Fig. 1: run 1, gate families picked out
Scale: 4 px per µm.
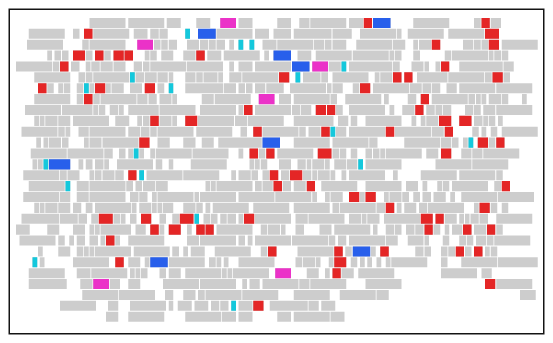
Fig. 2: run 1, signal metal coverage by tile
Scale: 3 px per µm. 27 x 16 tiles, from dark purple (low) to yellow (high), scaled to the fullest tile. Values are wire area over tile area, all layers added.
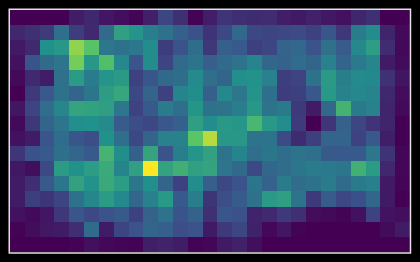
Fig. 3: run 1, cell outlines without signal wires
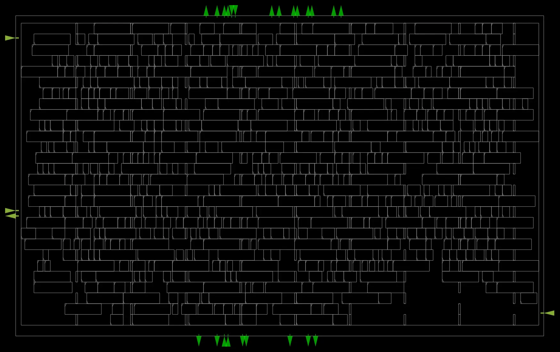
Fig. 4: run 1, a small window of the routed layout
Window x 52 to 82, y 25 to 55 µm. Cells in grey, sequential cells in the stronger grey; small squares are vias.
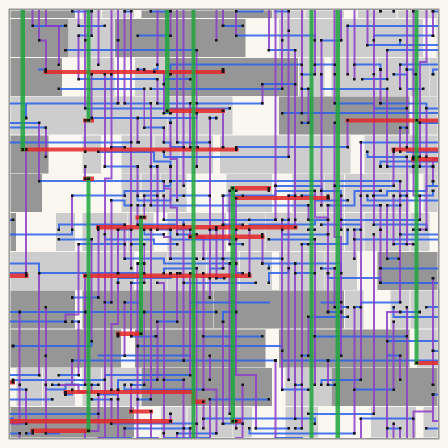
Design key_conditioner_flat, sky130hd; sources not shown.
==> tab_implementation.tex, run 1 <==
% Yosys + OpenROAD metrics
\begin{tabular}{lr}
\hline
Metric & Value \\
\hline
\multicolumn{2}{l}{\textbf{Worst setup path}} \\
Worst reg2reg setup slack & 90 ps \\
Worst r2r path cells & 5 \\
CP max-delay cell & sky130\_fd\_sc\_hd\_\_or4\_1 \\
Arr. time, crit path & 2440 ps \\
\multicolumn{2}{l}{\textbf{Status}} \\
Failing checks & negative hold slack \\
Status & complete, but fails checks \\
\multicolumn{2}{l}{\textbf{Power}} \\
Power in sequential cells & 0.00236 W \\
Power Total & 0.00520 W \\
Internal & 0.00410 W \\
Power per cell area & 694 nW/µm² \\
\multicolumn{2}{l}{\textbf{STA}} \\
Final Hold Violating Endpoints & 3 \\
Worst hold slack after final layout & -6.92 ps \\
\multicolumn{2}{l}{\textbf{Finish}} \\
Combinational gate area & 2950 µm² \\
Leading cell category by total area & flip-flops and latches \\
Number of multi-input combinational cells & 461 \\
Fill cell count & 661 \\
Final-layout non-clock buffer area share & 5.76\% \\
Area growth from synthesis to final layout & 18.8\% \\
Commonest non-fill, non-tap cells in the layout & sky130\_fd\_sc\_hd\_\_dfrtp\_1, sky130\_fd\_sc\_hd\_\_nor2\_1, sky130\_fd\_sc\_hd\_\_nand3\_1 \\
\multicolumn{2}{l}{\textbf{Clock network}} \\
CTS root buffer & sky130\_fd\_sc\_hd\_\_clkbuf\_16 \\
CTS resizes & 8 \\
\multicolumn{2}{l}{\textbf{Yosys}} \\
Cell type with the largest total area after synthesis & sky130\_fd\_sc\_hd\_\_dfrtp\_1 \\
Number of different library cells in the post-synthesis netlist & 45 \\
Leading cell type by number of instances after synthesis & sky130\_fd\_sc\_hd\_\_dfrtp\_1 \\
Cell types occupying the most area after synthesis & sky130\_fd\_sc\_hd\_\_dfrtp\_1, sky130\_fd\_sc\_hd\_\_xor2\_1, sky130\_fd\_sc\_hd\_\_nor2\_1 \\
Area of the synthesized netlist per yosys stat & 6310 µm² \\
Number of nets produced by synthesis & 644 \\
Post-synth top flop & sky130\_fd\_sc\_hd\_\_dfrtp\_1 \\
Dominant combinational cell family by area after synthesis & simple AND/OR/NAND/NOR gates \\
\multicolumn{2}{l}{\textbf{Floorplanning}} \\
Height of the chip & 80.8 µm \\
\multicolumn{2}{l}{\textbf{Place}} \\
Placer's final routability congestion estimate & 0.863 \\
\multicolumn{2}{l}{\textbf{Route}} \\
DRC & 0 \\
Highest routing layer actually used & met4 \\
\multicolumn{2}{l}{\textbf{Global routing}} \\
Met2 Track Usage GR & 44.6\% \\
Layer carrying the most global-route usage & met2 \\
Global route total overflow & 0 \\
\multicolumn{2}{l}{\textbf{Run}} \\
Number of warnings in the stage logs & 27 \\
\multicolumn{2}{l}{\textbf{Hold path}} \\
Worst Hold Class & primary input to asynchronous set/reset pin \\
\hline
\end{tabular}
Back to the opening pictures, Fig. 1:
multiplexers: marked magenta, cells 6. adder and majority cells: marked blue, cells 8. AND and OR gates: marked red, cells 76, where spread over the die. inverters: marked cyan, cells 18.
proportion of cell area occupied by multi-input gates: 39.4%
most common cell after layout, fill and taps aside: sky130_fd_sc_hd__dfrtp_1
count of non-filler cells in the finished layout: 830

Back to the opening pictures, Fig. 2:
The fullest tile reaches 0.76. The densest ninth of the die: middle. The mean over all tiles is 0.21. The emptiest ninth of the die: bottom right.
average detailed-routed wire length per instance: 17.1 µm
Final Routed Wirelength: 14.2 mm
Vias: 5165
aggregate global-route resource usage: 28.0%

Back to the opening pictures, Fig. 3:
core area: 9950 µm²
number of cell rows: 28
Well-Tap Cells: 135
fraction of area in registers: 43.8%
number of sequential storage elements: 131

Back to the opening pictures, Fig. 4:
met2: marked purple. met3: marked red. met4: marked green. met1: marked blue.
Most frequent: dfrtp_1 (11), nor2_1 (8). 68 logic cells have their middle in the window. Sequential cells in the window: 11.

Fig. 5: run 1, metal layers overlaid
Scale: 4 px per µm. Only two layers are drawn.
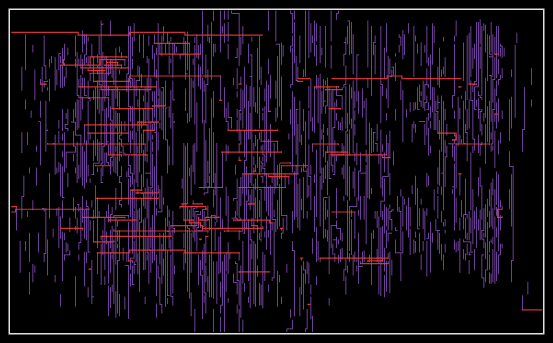

==> run 2, diff against run 1 <==
--- a/config.mk
+++ b/config.mk
@@ -7,10 +7,12 @@
 export LEC_CHECK = 0
 export CAP_MARGIN = 15
 export CORE_ASPECT_RATIO = 0.6
+export CORE_MARGIN = 3
 export CORE_UTILIZATION = 61
 export CTS_CLUSTER_DIAMETER = 200
 export DETAILED_ROUTE_END_ITERATION = 6
 export GPL_TIMING_DRIVEN = 0
+export HOLD_SLACK_MARGIN = 0.06
 export PLACE_DENSITY = 0.86
 export SYNTH_ARGS = -nofsm -noshare
 export SYNTH_HDL_FRONTEND = slang
Fig. 6: run 2, metal layers overlaid
Scale: 4 px per µm. Only two layers are drawn.
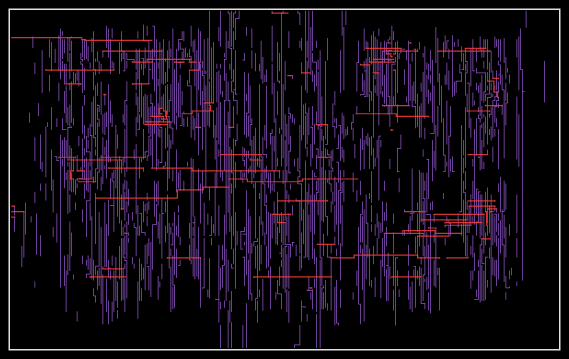
met2: marked purple, wire length 7040 µm. met3: marked red, wire length 629 µm.
Vias: 5092
aggregate global-route resource usage: 26.0%
Final Routed Wirelength: 14.3 mm
average detailed-routed wire length per instance: 17.1 µm

Fig. 7: run 2, a small window of the routed layout
Window x 54 to 84, y 27 to 57 µm. Cells in grey, sequential cells in the stronger grey; small squares are vias.
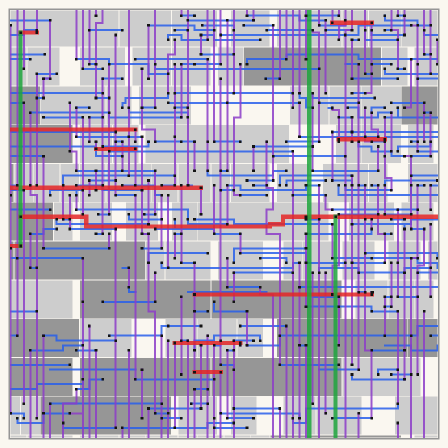

==> run 2 against run 1 <==
The run now ends clean; synthesized cell count did not move; sequential cell count did not move; final cell count is 0.96% higher; setup slack worse by 40 ps; first-iteration DRC count decreased by 3.5%; final area decreased by 0.10%; critical path type is now flip-flop to output port.
==> tab_implementation.tex, run 2 <==
% Yosys + OpenROAD metrics
\begin{tabular}{lr}
\hline
Metric & Value \\
\hline
\multicolumn{2}{l}{\textbf{Worst setup path}} \\
Worst reg2reg setup slack & 70 ps (was 90 ps) \\
Worst r2r path cells & 5 (unchanged) \\
Arr. time, crit path & 1570 ps (was 2440 ps) \\
\multicolumn{2}{l}{\textbf{Finish}} \\
Leading cell category by total area & flip-flops and latches (unchanged) \\
Fraction of area in registers & 43.9\% (was 43.8\%) \\
Commonest non-fill, non-tap cells in the layout & sky130\_fd\_sc\_hd\_\_dfrtp\_1, sky130\_fd\_sc\_hd\_\_nor2\_1, sky130\_fd\_sc\_hd\_\_nand3\_1 (unchanged) \\
Combinational gate area & 2940 µm² (was 2950 µm²) \\
Most common cell after layout, fill and taps aside & sky130\_fd\_sc\_hd\_\_dfrtp\_1 (unchanged) \\
\multicolumn{2}{l}{\textbf{Floorplanning}} \\
Well-Tap Cells & 135 (unchanged) \\
Height of the chip & 84.8 µm (was 80.8 µm) \\
\multicolumn{2}{l}{\textbf{Yosys}} \\
Number of different library cells in the post-synthesis netlist & 45 (unchanged) \\
Cell types occupying the most area after synthesis & sky130\_fd\_sc\_hd\_\_dfrtp\_1, sky130\_fd\_sc\_hd\_\_xor2\_1, sky130\_fd\_sc\_hd\_\_nor2\_1 (unchanged) \\
Leading cell type by number of instances after synthesis & sky130\_fd\_sc\_hd\_\_dfrtp\_1 (unchanged) \\
Cell type with the largest total area after synthesis & sky130\_fd\_sc\_hd\_\_dfrtp\_1 (unchanged) \\
Post-synth top flop & sky130\_fd\_sc\_hd\_\_dfrtp\_1 (unchanged) \\
\multicolumn{2}{l}{\textbf{Global routing}} \\
Global route total overflow & 0 (unchanged) \\
\multicolumn{2}{l}{\textbf{Status}} \\
Status & completed (was complete, but fails checks) \\
\multicolumn{2}{l}{\textbf{Place}} \\
Placer's final routability congestion estimate & 0.887 (was 0.863) \\
\multicolumn{2}{l}{\textbf{Hold path}} \\
Worst Hold Class & primary input to asynchronous set/reset pin (unchanged) \\
\multicolumn{2}{l}{\textbf{Power}} \\
Internal & 0.00386 W (was 0.00410 W) \\
Power Total & 0.00494 W (was 0.00520 W) \\
Power in sequential cells & 0.00236 W (about the same) \\
\multicolumn{2}{l}{\textbf{Route}} \\
Highest routing layer actually used & met4 (unchanged) \\
\multicolumn{2}{l}{\textbf{Clock network}} \\
CTS resizes & 12 (was 8) \\
\multicolumn{2}{l}{\textbf{STA}} \\
Worst hold slack after final layout & 54.4 ps (was -6.92 ps) \\
\hline
\end{tabular}
Fig. 8: run 2, gate families picked out
Scale: 4 px per µm.
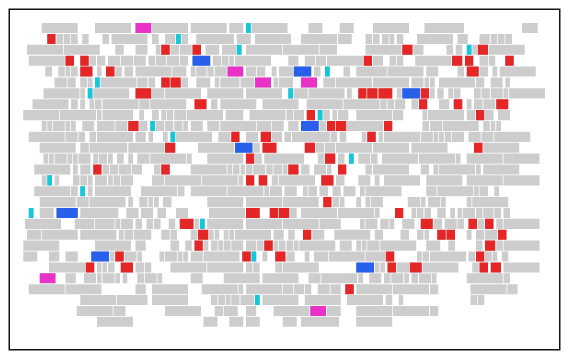
multiplexers: marked magenta, cells 6. adder and majority cells: marked blue, cells 8. inverters: marked cyan, cells 18. AND and OR gates: marked red, cells 76.
proportion of cell area occupied by multi-input gates: 39.3%
count of non-filler cells in the finished layout: 838

Power and IR drop assume default switching activity.
